**Run 1: the metal 1 layer**

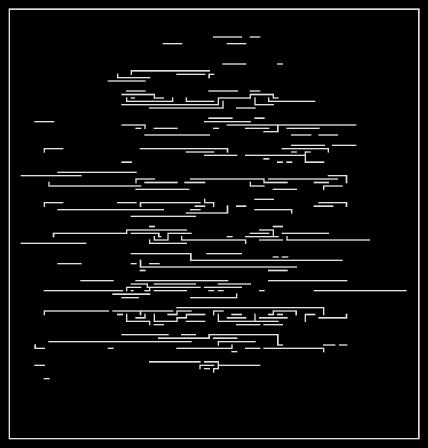
**Run 1: the metal 2 layer**

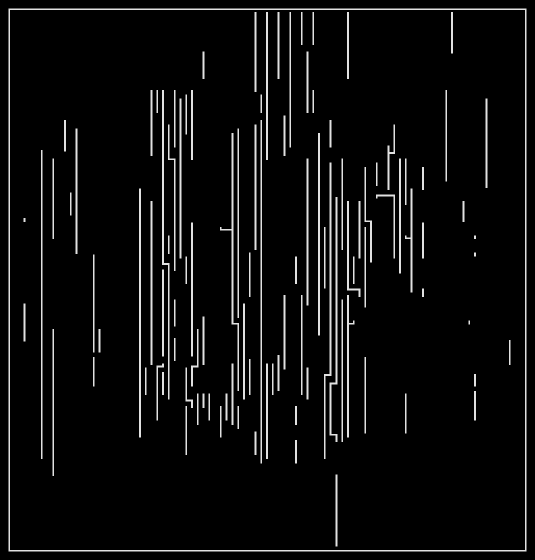
**Run 1: the metal 3 layer**

The bar under the picture is 10 um long.
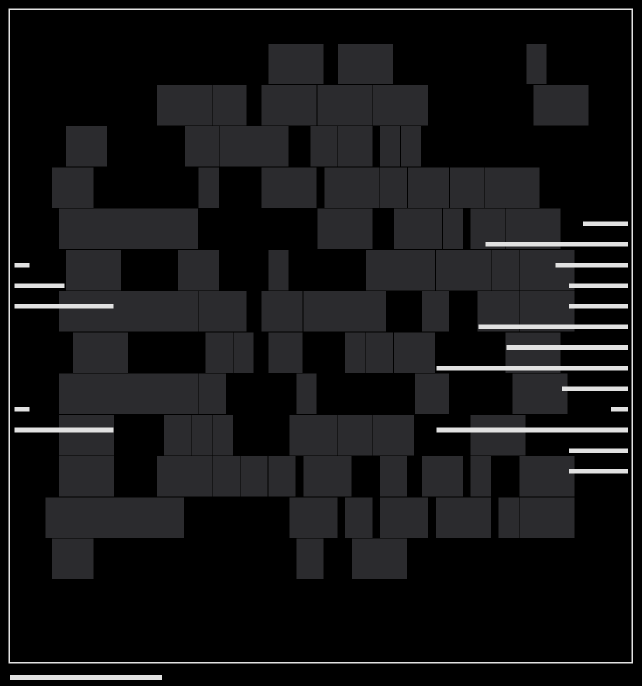
==> src/rtl/cpu_pkg.sv <==
// Shared opcode, state and datapath-select encodings for the 16-bit CPU control path.
package cpu_pkg;

    localparam logic [3:0] OP_RTYPE = 4'b0000;
    localparam logic [3:0] OP_J     = 4'b0001;
    localparam logic [3:0] OP_BEQ   = 4'b0010;
    localparam logic [3:0] OP_BNE   = 4'b0011;
    localparam logic [3:0] OP_ADDI  = 4'b0100;
    localparam logic [3:0] OP_LW    = 4'b1011;
    localparam logic [3:0] OP_HALT  = 4'b1110;
    localparam logic [3:0] OP_SW    = 4'b1111;

    typedef enum logic [2:0] {
        S_FETCH  = 3'd0,
        S_DECODE = 3'd1,
        S_EXEC   = 3'd2,
        S_MEM    = 3'd3,
        S_WB     = 3'd4,
        S_HALT   = 3'd7
    } state_e;

    localparam logic [1:0] PCSRC_SEQ    = 2'b00;
    localparam logic [1:0] PCSRC_BRANCH = 2'b01;
    localparam logic [1:0] PCSRC_JUMP   = 2'b10;

    localparam logic [1:0] ALUB_RT   = 2'b00;
    localparam logic [1:0] ALUB_STEP = 2'b01;
    localparam logic [1:0] ALUB_IMM  = 2'b10;

    localparam logic [1:0] ALUOP_ADD   = 2'b00;
    localparam logic [1:0] ALUOP_SUB   = 2'b01;
    localparam logic [1:0] ALUOP_FUNCT = 2'b10;

    typedef struct packed {
        logic       ir_write;
        logic       pc_write;
        logic [1:0] pc_src;
        logic       mem_read;
        logic       mem_write;
        logic       iord;
        logic       reg_write;
        logic       reg_dst;
        logic       mem_to_reg;
        logic [1:0] alu_src_b;
        logic [1:0] alu_op;
    } ctrl_t;

    function automatic logic is_legal_op(input logic [3:0] op);
        case (op)
            OP_RTYPE, OP_ADDI, OP_LW, OP_SW,
            OP_BEQ, OP_BNE, OP_J, OP_HALT: return 1'b1;
            default:                       return 1'b0;
        endcase
    endfunction

endpackage

==> src/rtl/cpu_control_decode.sv <==
// Combinational strobe decode from (state, opcode, zero, mem_ready); zero latency.
// Only the FETCH write strobes depend on mem_ready, so a stalled fetch never updates IR/PC.
module cpu_control_decode
    import cpu_pkg::*;
(
    input  state_e     state,
    input  logic [3:0] opcode,
    input  logic       zero,
    input  logic       mem_ready,
    output ctrl_t      ctrl
);

    always_comb begin
        ctrl = '0;
        case (state)
            S_FETCH: begin
                ctrl.mem_read  = 1'b1;
                ctrl.alu_src_b = ALUB_STEP;
                ctrl.alu_op    = ALUOP_ADD;
                ctrl.pc_src    = PCSRC_SEQ;
                ctrl.ir_write  = mem_ready;
                ctrl.pc_write  = mem_ready;
            end
            S_EXEC: begin
                case (opcode)
                    OP_RTYPE: begin
                        ctrl.alu_src_b = ALUB_RT;
                        ctrl.alu_op    = ALUOP_FUNCT;
                    end
                    OP_ADDI, OP_LW, OP_SW: begin
                        ctrl.alu_src_b = ALUB_IMM;
                        ctrl.alu_op    = ALUOP_ADD;
                    end
                    OP_BEQ, OP_BNE: begin
                        ctrl.alu_src_b = ALUB_RT;
                        ctrl.alu_op    = ALUOP_SUB;
                        ctrl.pc_src    = PCSRC_BRANCH;
                        ctrl.pc_write  = (opcode == OP_BEQ) ? zero : ~zero;
                    end
                    OP_J: begin
                        ctrl.pc_src   = PCSRC_JUMP;
                        ctrl.pc_write = 1'b1;
                    end
                    default: ;
                endcase
            end
            S_MEM: begin
                ctrl.iord      = 1'b1;
                ctrl.mem_read  = (opcode == OP_LW);
                ctrl.mem_write = (opcode == OP_SW);
            end
            S_WB: begin
                ctrl.reg_write  = 1'b1;
                ctrl.reg_dst    = (opcode == OP_RTYPE);
                ctrl.mem_to_reg = (opcode == OP_LW);
            end
            default: ;
        endcase
    end

endmodule

==> src/rtl/cpu_control_fsm.sv <==
// Multi-cycle CPU controller: state register, memory-wait timeout and sticky halt/bus-error flags.
// 3-5 cycles per instruction plus one per MemReady=0 cycle in FETCH/MEM; strobes drop asynchronously in reset.
module cpu_control_fsm
    import cpu_pkg::*;
#(
    parameter int PC_STEP       = 2,
    parameter int FETCH_TIMEOUT = 0
) (
    input  logic       Clock,
    input  logic       Reset,
    input  logic [3:0] Opcode,
    input  logic       Zero,
    input  logic       MemReady,
    output logic       IRWrite,
    output logic       PCWrite,
    output logic [1:0] PCSrc,
    output logic       MemRead,
    output logic       MemWrite,
    output logic       IorD,
    output logic       RegWrite,
    output logic       RegDst,
    output logic       MemToReg,
    output logic [1:0] ALUSrcB,
    output logic [1:0] ALUOp,
    output logic       Halted,
    output logic       BusError,
    output logic [2:0] State
);

    if (PC_STEP <= 0) begin : g_bad_pc_step
        $error("PC_STEP must be a positive byte increment");
    end

    localparam logic [15:0] TIMEOUT_LAST = 16'(FETCH_TIMEOUT > 0 ? FETCH_TIMEOUT - 1 : 0);

    state_e      state;
    logic [15:0] wait_cnt;
    logic        timeout;
    ctrl_t       dec_ctrl;
    ctrl_t       ctrl;

    assign timeout = (FETCH_TIMEOUT > 0) && !MemReady && (wait_cnt == TIMEOUT_LAST);

    always_ff @(posedge Clock or posedge Reset) begin
        if (Reset) begin
            state    <= S_FETCH;
            wait_cnt <= '0;
            Halted   <= 1'b0;
            BusError <= 1'b0;
        end else begin
            case (state)
                S_FETCH: begin
                    if (MemReady) begin
                        state    <= S_DECODE;
                        wait_cnt <= '0;
                    end else if (timeout) begin
                        state    <= S_HALT;
                        BusError <= 1'b1;
                        wait_cnt <= '0;
                    end else begin
                        wait_cnt <= wait_cnt + 16'd1;
                    end
                end
                S_DECODE: begin
                    if (is_legal_op(Opcode) && Opcode != OP_HALT) begin
                        state <= S_EXEC;
                    end else begin
                        state  <= S_HALT;
                        Halted <= 1'b1;
                    end
                end
                S_EXEC: begin
                    case (Opcode)
                        OP_RTYPE, OP_ADDI: state <= S_WB;
                        OP_LW, OP_SW:      state <= S_MEM;
                        default:           state <= S_FETCH;
                    endcase
                end
                S_MEM: begin
                    if (MemReady) begin
                        state    <= (Opcode == OP_LW) ? S_WB : S_FETCH;
                        wait_cnt <= '0;
                    end else if (timeout) begin
                        state    <= S_HALT;
                        BusError <= 1'b1;
                        wait_cnt <= '0;
                    end else begin
                        wait_cnt <= wait_cnt + 16'd1;
                    end
                end
                S_WB:    state <= S_FETCH;
                // HALT holds until reset; unused encodings also park here.
                default: state <= S_HALT;
            endcase
        end
    end

    cpu_control_decode u_decode (
        .state     (state),
        .opcode    (Opcode),
        .zero      (Zero),
        .mem_ready (MemReady),
        .ctrl      (dec_ctrl)
    );

    // Gating on Reset removes strobes immediately, e.g. a pending store mid-MEM.
    assign ctrl = Reset ? '0 : dec_ctrl;

    assign IRWrite  = ctrl.ir_write;
    assign PCWrite  = ctrl.pc_write;
    assign PCSrc    = ctrl.pc_src;
    assign MemRead  = ctrl.mem_read;
    assign MemWrite = ctrl.mem_write;
    assign IorD     = ctrl.iord;
    assign RegWrite = ctrl.reg_write;
    assign RegDst   = ctrl.reg_dst;
    assign MemToReg = ctrl.mem_to_reg;
    assign ALUSrcB  = ctrl.alu_src_b;
    assign ALUOp    = ctrl.alu_op;
    assign State    = state;

endmodule

==> config.mk <==
export PLATFORM = sky130hd
export DESIGN_NAME = cpu_control_fsm
export DESIGN_NICKNAME = d
export VERILOG_FILES = /design/src/rtl/cpu_pkg.sv /design/src/rtl/cpu_control_decode.sv /design/src/rtl/cpu_control_fsm.sv
export SDC_FILE = /design/constraint.sdc
export NUM_CORES = 1
export LEC_CHECK = 0
export CAP_MARGIN = 40
export CORE_AREA = 2 2 39 41
export DETAILED_ROUTE_END_ITERATION = 6
export DIE_AREA = 0 0 41 43
export PLACE_DENSITY = 0.78
export SLEW_MARGIN = 20
export SYNTH_ARGS = -nofsm -noshare
export SYNTH_HDL_FRONTEND = slang
export SYNTH_SLANG_ARGS = --single-unit
==> constraint.sdc <==
create_clock -name Clock -period 3 [get_ports Clock]
set_input_delay 0.3 -clock Clock [delete_from_list [all_inputs] [get_ports Clock]]
set_output_delay 0.3 -clock Clock [all_outputs]
set_load 0.05 [all_outputs]
==> flow_metrics.env, run 1 <==
# flow metrics
export IMPL_status="finished clean"
export IMPL_drv_cap=0
export IMPL_p_comb_frac=0.630
export IMPL_finalMaxSlewViolations=0
export IMPL_cts_sinks=4
export IMPL_warning_count=26
export IMPL_ys_flops=4
export IMPL_cts_buffers=3
export IMPL_ant_nets=0
export IMPL_relSlewSlack=0.665
export IMPL_min_path_type="in2async"
export IMPL_synthCells=63
export IMPL_grt_pass1_vias=518
export IMPL_path_class="in2out"
export IMPL_final_common_cell="clkdlybuf4s50_1"
export IMPL_final_nets=95
export IMPL_cts_clk_slew_worst_paths_ns=0.04
export IMPL_drive_above_1_share=0.118
export IMPL_p_leak_nw=0.291
export IMPL_grt_max_degree=14
export IMPL_cp_max_fo=12
export IMPL_wl_met1_um=609
export IMPL_wire_per_inst_um=13.2
export IMPL_antennaDiodeCount=0
export IMPL_die_height_um=43
export IMPL_placed_area_sq_um=704
export IMPL_initial_core_util=0.339
export IMPL_post_cts_resized=0
export IMPL_critPathMaxStageDelay_ns=0.80
export IMPL_power_internal_mw=0.268
export IMPL_ioPinCount=27
export IMPL_fp_nets=71
export IMPL_die_x_um=41
export IMPL_clk_root_buffer_cell="clkbuf_4"
export IMPL_timing_setup_tns_ns=0
export IMPL_ff2ff_setup_slack_ns=1.65
export IMPL_fp_dieArea_sq_um=1760
export IMPL_fin_crit_sh=0.874
export IMPL_peakVddDrop_v=0.000508
export IMPL_p_seq_frac=0.263
export IMPL_track_usage=0.180
export IMPL_drt_iter0_drc=4
export IMPL_startpoint="Opcode[1]"
export IMPL_cts_tree="built"
export IMPL_cp_depth=4
export IMPL_grt_pass1_wl_um=2190
export IMPL_crit_end="RegDst"
export IMPL_yosysWarnings=0
export IMPL_critPathLaunchType="primary input"
export IMPL_design_area_sq_um=727
export IMPL_worstPathRequired_ns=2.70
export IMPL_ys_types=35
export IMPL_ys_cells=63
export IMPL_path_common_cell="clkdlybuf4s50_1"
export IMPL_vias_per_cell=5.34
export IMPL_synth_edff_count=0
export IMPL_grt_overflow_total=0
export IMPL_netSwitchingFraction=0.558
export IMPL_yosys_most_used_dff="dfrtp_1"
export IMPL_hold_violations=0
export IMPL_power_switching_mw=0.338
export IMPL_clkLatencyLatePin_ns=0.23
export IMPL_cp_data_arrival_time_ns=2.32
export IMPL_design_core_area_sq_um=1380
export IMPL_htree_num_levels=1
export IMPL_ys_chip_area_sq_um=469
export IMPL_post_cts_buffers=0
export IMPL_period_minus_slack_ns=2.62
export IMPL_top_layer_used="met3"
export IMPL_areaGrowthSynthToFinish_pct=54.9
export IMPL_pwr_share_clk=0.107
export IMPL_remaining_drc_errors=0
export IMPL_place_hpwl_um=1010
export IMPL_r2r_end="State[2]$_DFFE_PP0P_"
export IMPL_ys_async_sr_fraction=1.00
export IMPL_cpMaxStageDelayCell="clkdlybuf4s50_1"
export IMPL_endpoint_kind="output pin"
export IMPL_routabilityCongestion=0.830
export IMPL_r2r_start="State[1]$_DFFE_PP0P_"
export IMPL_seq_area_frac_synth=0.213
export IMPL_avgSynthCellArea_sq_um=7.45
export IMPL_worstMarginPinSlew_ns=0.500
export IMPL_finalSetupViolCount=0
export IMPL_cp_num_buf_inv=2
export IMPL_max_freq_mhz=381
export IMPL_wl_met2_um=634
export IMPL_dr_wl_met3_um=94
export IMPL_antenna_found_initial=0
export IMPL_reg2regPathDepth=3
export IMPL_lay_top_cells="clkdlybuf4s50_1 (24), inv_1 (5), nor3_1 (5)"
export IMPL_synth_area_sq_um=469
export IMPL_crit_family="buffers and inverters"
export IMPL_place_port_buffers=25
export IMPL_crit_chain="clkdlybuf4s50_1 -> or4_1 -> nor2_1 -> clkdlybuf4s50_1"
export IMPL_hold_buffers=0
export IMPL_rsz0062_at_grt="no"
export IMPL_skew_ns=0.000125
export IMPL_dr_pass1_iters=3
export IMPL_clock_path_buffers=2
export IMPL_power_density_nw_per_um2=833
export IMPL_std_cell_rows=14
-- 'the metal 1 layer' (at the start) --
nets with wire on the layer = 76
share of all routed wire = 46%
met1 Use GR: 0.227
final WL: 1340 um
via total after detailed routing: 539

-- 'the metal 2 layer' (at the start) --
nets with wire on the layer = 81
longest straight run = 27.2 um
share of all routed wire = 47%
wire length on this layer = 635 um
main direction = vertical
M2 GR Usage: 0.284

-- 'the metal 3 layer' (at the start) --
share of all routed wire = 7.0%
longest straight run = 12.3 um
main direction = horizontal
wire length on this layer = 94.0 um
grt met3 use: 0.0314

## run 1: power by group through the flow
stage	combinational, mW	sequential (mW)	clock [mW]
floorplan	0.238	0.189	0
global placement	0.378	0.153	0
detailed placement	0.383	0.157	0
CTS	0.385	0.157	0.0692
global route	0.409	0.168	0.0725
finish	0.382	0.159	0.0647
## run 1: metal layers
| layer | vias up | global-route usage |
|---|---|---|
| li1 | 276 | - |
| met1 | 245 | 0.227 |
| met2 | 18 | 0.284 |
| met3 | 0 | 0.0314 |
| met4 | 0 | 0.0800 |
| met5 | - | 0 |
## run 1: per-stage QoR
stage | power (mW) | std cells | util | hold slack [ns] | worst slack, ns
finish | 0.605 | 101 | 0.525 | 0.445 | 0.378
global route | 0.650 | 101 | 0.525 | 0.456 | 0.239
CTS | 0.611 | 101 | 0.525 | 0.438 | 0.376
detailed placement | 0.540 | 98 | 0.509 | 0.490 | 0.372
global placement | 0.531 | 98 | 0.509 | 0.459 | 0.389
floorplan | 0.426 | 63 | - | 0.0828 | 0.148
## run 1: worst reg2reg max path: cells and delay by family (launching register included)
kind               cells  cell delay, ns
AOI/OAI and AO/OA      2            0.46
and+or+nand+nor        1            0.21
DFF                    1            0.60
## run 1: cell families after synthesis
| kind of cell | count (synthesis) | synth area share |
|---|---|---|
| simple gates | 30 | 0.376 |
| compound gates | 17 | 0.280 |
| buf+inv | 11 | 0.123 |
| flops | 4 | 0.213 |
| other cells | 1 | 0.00799 |
## run 1: cell type report
class / instances / area, sq um
inverter: 5 / 18.8
fill: 143 / 657
tap: 16 / 20.0
multi-input combinational: 48 / 318
timing repair buffer: 25 / 248
clock buffer: 3 / 22.5
sequential: 4 / 100
## run 1: how the worst min path moves through the flow
stage | startpoint | end | slack, ns | cells past startpoint
2_1_floorplan | Reset | Halted$_DFFE_PP0P_ | 0.08 | 1
5_1_grt | Reset | State[1]$_DFFE_PP0P_ | 0.46 | 2
3_3_place_gp | Halted$_DFFE_PP0P_ | Halted$_DFFE_PP0P_ | 0.46 | 1
6_report | Reset | State[0]$_DFFE_PP0P_ | 0.45 | 2
4_1_cts | Reset | State[1]$_DFFE_PP0P_ | 0.44 | 2
3_5_place_dp | Halted$_DFFE_PP0P_ | Halted$_DFFE_PP0P_ | 0.49 | 1
## run 1: synth_stat cells, types with 2 or more instances
cell     n  area (sq um)
inv_1    5          18.8
nor3_1   5          25.0
and3_1   4          25.0
buf_2    4          20.0
dfrtp_1  4           100
nand2_1  4          15.0
nand3_1  4          20.0
nor2_1   3          11.3
a21oi_1  2          10.0
o21a_1   2          15.0
o21ai_1  2          10.0
## run 1: flip-flops by register name, summed over array words and instances (netlist names)
signal  cells
Halted      1
State       3
## Run 2: what changed since run 1
--- a/config.mk
+++ b/config.mk
@@ -9,6 +9,7 @@
 export CORE_AREA = 2 2 39 41
 export DETAILED_ROUTE_END_ITERATION = 6
 export DIE_AREA = 0 0 41 43
+export GPL_TIMING_DRIVEN = 0
 export PLACE_DENSITY = 0.78
 export SLEW_MARGIN = 20
 export SYNTH_ARGS = -nofsm -noshare
**Run 2: the metal 3 layer**

The bar under the picture is 10 um long.
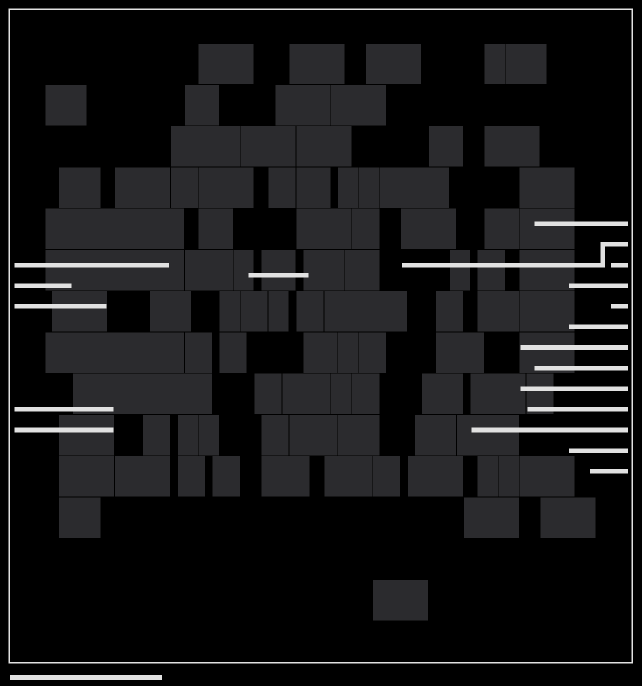
share of all routed wire = 8.4%
longest straight run = 13.1 um
wire length on this layer = 107 um
main direction = horizontal
nets with wire on the layer = 19
final WL: 1270 um
via total after detailed routing: 561

==> run 2 against run 1 <==
  * Fmax is 4.8% lower
  * Sequential share of layout area is 0.57 points lower
  * Global-route usage is 0.65 points lower
  * Combinational power is about 20% higher
  * Utilization is 2.3 points higher
  * Final cell count is 5.0% higher
  * Register-to-register slack better by 0.09 ns
==> flow_metrics.env, run 2 <==
# flow metrics
export IMPL_xor_area_frac=0
export IMPL_synth_top_cells_by_area="dfrtp_1 (21%), and3_1 (5.3%), nor3_1 (5.3%)"
export IMPL_cts_tree="built"
export IMPL_ys_cells=63
export IMPL_relSlewSlack=0.667
export IMPL_ant_nets=0
export IMPL_max_freq_mhz=363
export IMPL_final_common_cell="clkdlybuf4s50_1"
export IMPL_period_minus_slack_ns=2.75
export IMPL_fin_crit_sh=0.918
export IMPL_r2r_start="State[2]$_DFFE_PP0P_"
export IMPL_synth_simple_area_share=0.376
export IMPL_yosys_most_used_dff="dfrtp_1"
export IMPL_cp_max_fo=8
export IMPL_htree_num_levels=1
export IMPL_timing_setup_tns_ns=0
export IMPL_grt_pass1_vias=516
export IMPL_synthTopCellsByCount="inv_1 (5), nor3_1 (5)"
export IMPL_grt_pass1_wl_um=2100
export IMPL_yosysTopAreaCell="dfrtp_1"
export IMPL_clock_path_buffers=2
export IMPL_grt_max_degree=11
export IMPL_power_density_nw_per_um2=822
export IMPL_drive_above_1_share=0.167
export IMPL_synth_area_sq_um=469
export IMPL_initial_core_util=0.339
export IMPL_dp_cells=103
export IMPL_ioPinCount=27
export IMPL_dr_pass1_iters=4
export IMPL_hold_buffers=0
export IMPL_status="finished clean"
export IMPL_synth_edff_count=0
export IMPL_post_cts_resized=0
export IMPL_die_x_um=41
export IMPL_clkLatencyLatePin_ns=0.23
export IMPL_hold_slack_ns=0.457
export IMPL_rsz0062_at_grt="no"
export IMPL_place_hpwl_um=964
export IMPL_ys_async_sr_fraction=1.00
export IMPL_cts_buffers=3
export IMPL_path_class="in2out"
export IMPL_lay_top_cells="clkdlybuf4s50_1 (24), inv_1 (5), nor3_1 (5)"
export IMPL_seq_area_frac_synth=0.213
export IMPL_p_leak_nw=0.311
export IMPL_critPathLaunchType="primary input"
export IMPL_peakVddDrop_v=0.000553
export IMPL_vias_per_cell=5.29
export IMPL_r2r_end="State[2]$_DFFE_PP0P_"
export IMPL_reg2regPathDepth=4
export IMPL_post_route_util=0.548
export IMPL_ys_sh_aoi=0.280
export IMPL_grt_overflow_total=0
export IMPL_die_height_um=43
export IMPL_cts_sinks=4
export IMPL_remaining_drc_errors=0
export IMPL_avgSynthCellArea_sq_um=7.45
export IMPL_clk_root_buffer_cell="clkbuf_4"
export IMPL_fp_dieArea_sq_um=1760
export IMPL_min_path_type="in2async"
export IMPL_fp_nets=71
export IMPL_finalSetupViolCount=0
export IMPL_endpoint_kind="output pin"
export IMPL_track_usage=0.174
export IMPL_worstMarginPinSlew_ns=0.497
export IMPL_warning_count=26
export IMPL_final_cells=106
export IMPL_skew_ns=0.000743
-- run 2: cell counts after synthesis --
Identical to the previous run, type by type.
-- run 2: worst max-delay path: stages --
cell             delay (ns)
clkdlybuf4s50_1        0.54
nor3b_2                0.31
o21ai_1                0.12
a2111oi_2              0.32
clkdlybuf4s50_1        0.86
-- run 2: logic make-up after synthesis --
kind of cell    Yosys count
buf+inv                  11
flops                     4
simple gates             30
compound gates           17
other cells               1
-- run 2: worst max path at each step --
stage	to	slack, ns	cells after the start
after floorplan	MemWrite	0.15	3
after global placement	PCWrite	0.25	5
after detailed placement	PCWrite	0.24	5
after CTS	PCWrite	0.24	5
after global routing	PCWrite	0.12	5
final	PCWrite	0.25	5
-- run 2: layer usage --
layer	vias up	track usage	share of wire
met5	-	0	0
met1	258	0.223	0.45
met2	20	0.250	0.47
met4	0	0.107	0
met3	0	0.0419	0.084
li1	283	-	-
-- run 2: cell type report --
class                           count  area [sq um]
Multi-Input combinational cell     48           318
Sequential cell                     4           100
Inverter                            5          18.8
Clock buffer                        3          22.5
Fill cell                         138           626
Tap cell                           16          20.0
Buffer                              6          38.8
Timing Repair Buffer               24           240
-- run 2: where the power goes --
group	internal, mW	leakage (nW)	switching [mW]
sequential	0.0814	0.0432	0.0184
clock	0.0446	0.0138	0.0199
combinational	0.159	0.254	0.300
-- run 2: metrics by stage --
step	instance area [sq um]	setup WS, ns
floorplan	475	0.148
global placement	736	0.255
detailed placement	736	0.244
CTS	758	0.241
global route	758	0.119
finish	758	0.245
## Run 3: what changed since run 2
--- a/config.mk
+++ b/config.mk
@@ -6,11 +6,10 @@
 export NUM_CORES = 1
 export LEC_CHECK = 0
 export CAP_MARGIN = 40
-export CORE_AREA = 2 2 39 41
+export CORE_UTILIZATION = 30
 export DETAILED_ROUTE_END_ITERATION = 6
-export DIE_AREA = 0 0 41 43
 export GPL_TIMING_DRIVEN = 0
-export PLACE_DENSITY = 0.78
+export PLACE_DENSITY = 0.69
 export SLEW_MARGIN = 20
 export SYNTH_ARGS = -nofsm -noshare
 export SYNTH_HDL_FRONTEND = slang
**Run 3: cell classes on the final placement**

The bar under the picture is 10 um long.
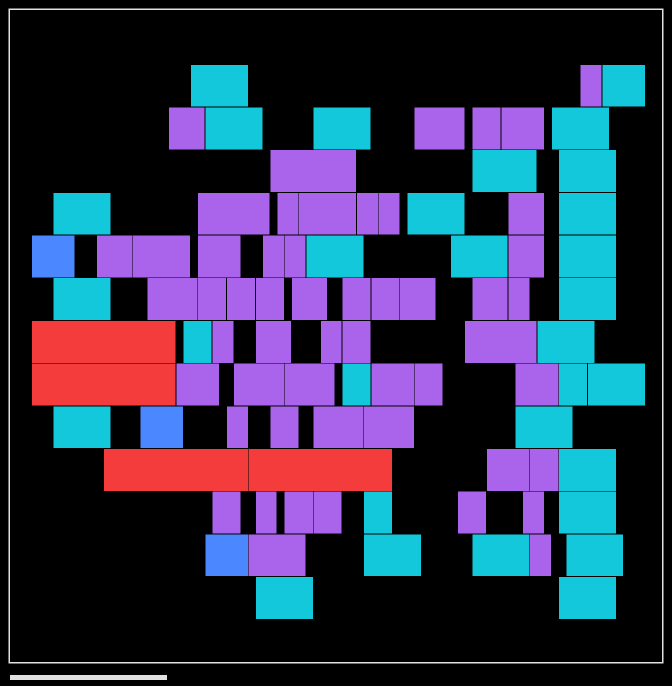
blue -> clock-net drivers  # cells 3, share of their area 3.1%
cyan -> remaining buffers and delay cells  # cells 30, share of their area 38%
purple -> remaining logic cells  # cells 53, share of their area 46%
red -> registers  # cells 4, share of their area 14%
Core ar.: 1380 sq um
Row Count: 13
cell area after layout: 757 sq um
flop share of the area: 0.132

==> run 3 against run 2 <==
  * Sequential share of layout area is essentially flat
  * Design area down 0.16%
  * First-iteration DRC count did not move
  * Largest cell class unchanged
  * Largest power group unchanged
  * Worst setup slack worse by 0.0023 ns
  * Synthesized cell count is the same
  * Routed wire length shrank 4.5%
  * Final cell count shrank 0.94%
  * Sequential power about the same
  * Die area fell by 2.1%
  * Utilization is essentially flat
  * Power shrank 0.57%
  * Via count fell by 2.9%
==> flow_metrics.env, run 3 <==
# flow metrics
export IMPL_status="finished clean"
export IMPL_grt_pass1_vias=436
export IMPL_synth_area_sq_um=469
export IMPL_ys_sh_aoi=0.280
export IMPL_warning_count=26
export IMPL_yosys_most_used_dff="dfrtp_1"
export IMPL_clk_root_buffer_cell="clkbuf_4"
export IMPL_avgSynthCellArea_sq_um=7.45
export IMPL_final_nets=100
export IMPL_cts_buffers=3
export IMPL_post_cts_buffers=0
export IMPL_place_port_buffers=24
export IMPL_xor_area_frac=0
export IMPL_ys_async_sr_fraction=1.00
export IMPL_seq_area_frac_synth=0.213
export IMPL_areaGrowthSynthToFinish_pct=61.3
export IMPL_lay_top_cells="clkdlybuf4s50_1 (24), inv_1 (5), nor3_1 (5)"
export IMPL_vias_per_cell=5.19
export IMPL_fp_nets=71
export IMPL_worstPathRequired_ns=2.70
export IMPL_clock_path_buffers=2
export IMPL_initial_core_util=0.339
export IMPL_adder_share=0
export IMPL_wire_per_inst_um=11.6
export IMPL_cp_data_arrival_time_ns=2.46
export IMPL_ys_chip_area_sq_um=469
export IMPL_max_freq_mhz=363
export IMPL_finalSetupViolCount=0
export IMPL_place_hpwl_um=945
export IMPL_clkLatencyLatePin_ns=0.23
export IMPL_finalMaxSlewViolations=0
export IMPL_cts_sinks=4
export IMPL_hold_slack_ns=0.441
export IMPL_placed_area_sq_um=734
export IMPL_fin_crit_sh=0.919
export IMPL_synthCells=63
export IMPL_num_vias=545
export IMPL_drt_iter0_drc=8
export IMPL_timing_setup_tns_ns=0
export IMPL_final_cells=105
export IMPL_yosysWarnings=0
export IMPL_relSlewSlack=0.665
export IMPL_worstMarginPinSlew_ns=0.501
export IMPL_remaining_drc_errors=0
export IMPL_synthTopCellsByCount="inv_1 (5), nor3_1 (5)"
export IMPL_period_minus_slack_ns=2.76
export IMPL_cts_clk_slew_worst_paths_ns=0.04
export IMPL_ys_sh_mux=0
export IMPL_post_cts_resized=0
export IMPL_grt_overflow_total=0
export IMPL_cp_max_fo=8
export IMPL_p_leak_nw=0.311
export IMPL_grt_pass1_wl_um=1930
export IMPL_ioPinCount=27
export IMPL_cts_tree="built"
export IMPL_ant_nets=0
export IMPL_ys_flops=4
export IMPL_ys_cells=63
export IMPL_drive_above_1_share=0.167
export IMPL_fillers=132
export IMPL_ys_types=35
export IMPL_yosysTopAreaCell="dfrtp_1"
export IMPL_fp_dieArea_sq_um=1730
export IMPL_routed_wl_um=1220
export IMPL_ys_top_logic_family="simple AND/OR/NAND/NOR gates"
export IMPL_antennaDiodeCount=0
export IMPL_drv_cap=0
export IMPL_final_common_cell="clkdlybuf4s50_1"
export IMPL_peakVddDrop_v=0.000563
export IMPL_hold_buffers=0
export IMPL_track_usage=0.136
export IMPL_power_density_nw_per_um2=818
export IMPL_die_height_um=41.5
export IMPL_flop_area_sq_um=100
export IMPL_min_path_type="in2async"
export IMPL_dr_pass1_iters=4
export IMPL_skew_ns=0.00453
export IMPL_synth_edff_count=0
export IMPL_critPathLaunchType="primary input"
export IMPL_htree_num_levels=1
export IMPL_synth_top_area_share=0.213
export IMPL_path_class="in2out"
export IMPL_grt_max_degree=11
export IMPL_rsz0062_at_grt="no"
export IMPL_antenna_found_initial=0
export IMPL_hold_violations=0
export IMPL_largest_register_ffs=3
export IMPL_routabilityCongestion=0.849
export IMPL_synth_top_cells_by_area="dfrtp_1 (21%), and3_1 (5.3%), nor3_1 (5.3%)"
export IMPL_synth_simple_area_share=0.376
export IMPL_die_x_um=41.5
export IMPL_dp_cells=102
export IMPL_logic_area_sq_um=318
export IMPL_endpoint_kind="output pin"
[run 3: critical path, cell delays in order]
cell	delay, ns
clkdlybuf4s50_1	0.55
nor3b_2	0.31
o21ai_1	0.13
a2111oi_2	0.30
clkdlybuf4s50_1	0.86
[run 3: layout make-up]
class	count	area share
multi-input cells	48	0.420
repair buffers	24	0.317
flip-flops and latches	4	0.132
plain buffers	6	0.0512
clock buffers	3	0.0298
inverters	5	0.0248
well taps	15	0.0248
[run 3: layer usage]
layer  GRT usage  share of wire  vias to the layer above
met5           0              0                        -
met4      0.0387              0                        0
met3      0.0391          0.080                        0
met2       0.203           0.43                       25
met1       0.188           0.49                      231
li1            -              -                      289
[run 3: kinds of logic after synthesis]
kind of cell | Yosys count
compound gates | 17
other cells | 1
buf+inv | 11
flops | 4
simple gates | 30
[run 3: worst paths after layout]
path	startpoint	to	slack (ns)	depth (start not counted)
min in group Clock	Halted$_DFFE_PP0P_	Halted$_DFFE_PP0P_	0.48	1
min reg2reg	Halted$_DFFE_PP0P_	Halted$_DFFE_PP0P_	0.48	1
max	Opcode[2]	PCWrite	0.24	5
min	Reset	State[2]$_DFFE_PP0P_	0.44	2
max in group asynchronous	Reset	State[0]$_DFFE_PP0P_	2.37	2
max reg2reg	State[2]$_DFFE_PP0P_	State[2]$_DFFE_PP0P_	1.77	4
[run 3: report_power, final]
| group | leakage (nW) | total, mW | internal (mW) | switching, mW |
|---|---|---|---|---|
| Combinational | 0.254 | 0.454 | 0.159 | 0.296 |
| Sequential | 0.0432 | 0.0998 | 0.0813 | 0.0185 |
| Clock | 0.0138 | 0.0652 | 0.0446 | 0.0205 |
[run 3: metrics by stage]
stage | setup slack (ns) | power, mW | utilization
floorplan | 0.148 | 0.426 | -
global placement | 0.264 | 0.555 | 0.531
detailed placement | 0.231 | 0.553 | 0.531
CTS | 0.232 | 0.623 | 0.548
global route | 0.148 | 0.656 | 0.548
finish | 0.243 | 0.619 | 0.548
Power and IR drop assume default switching activity.
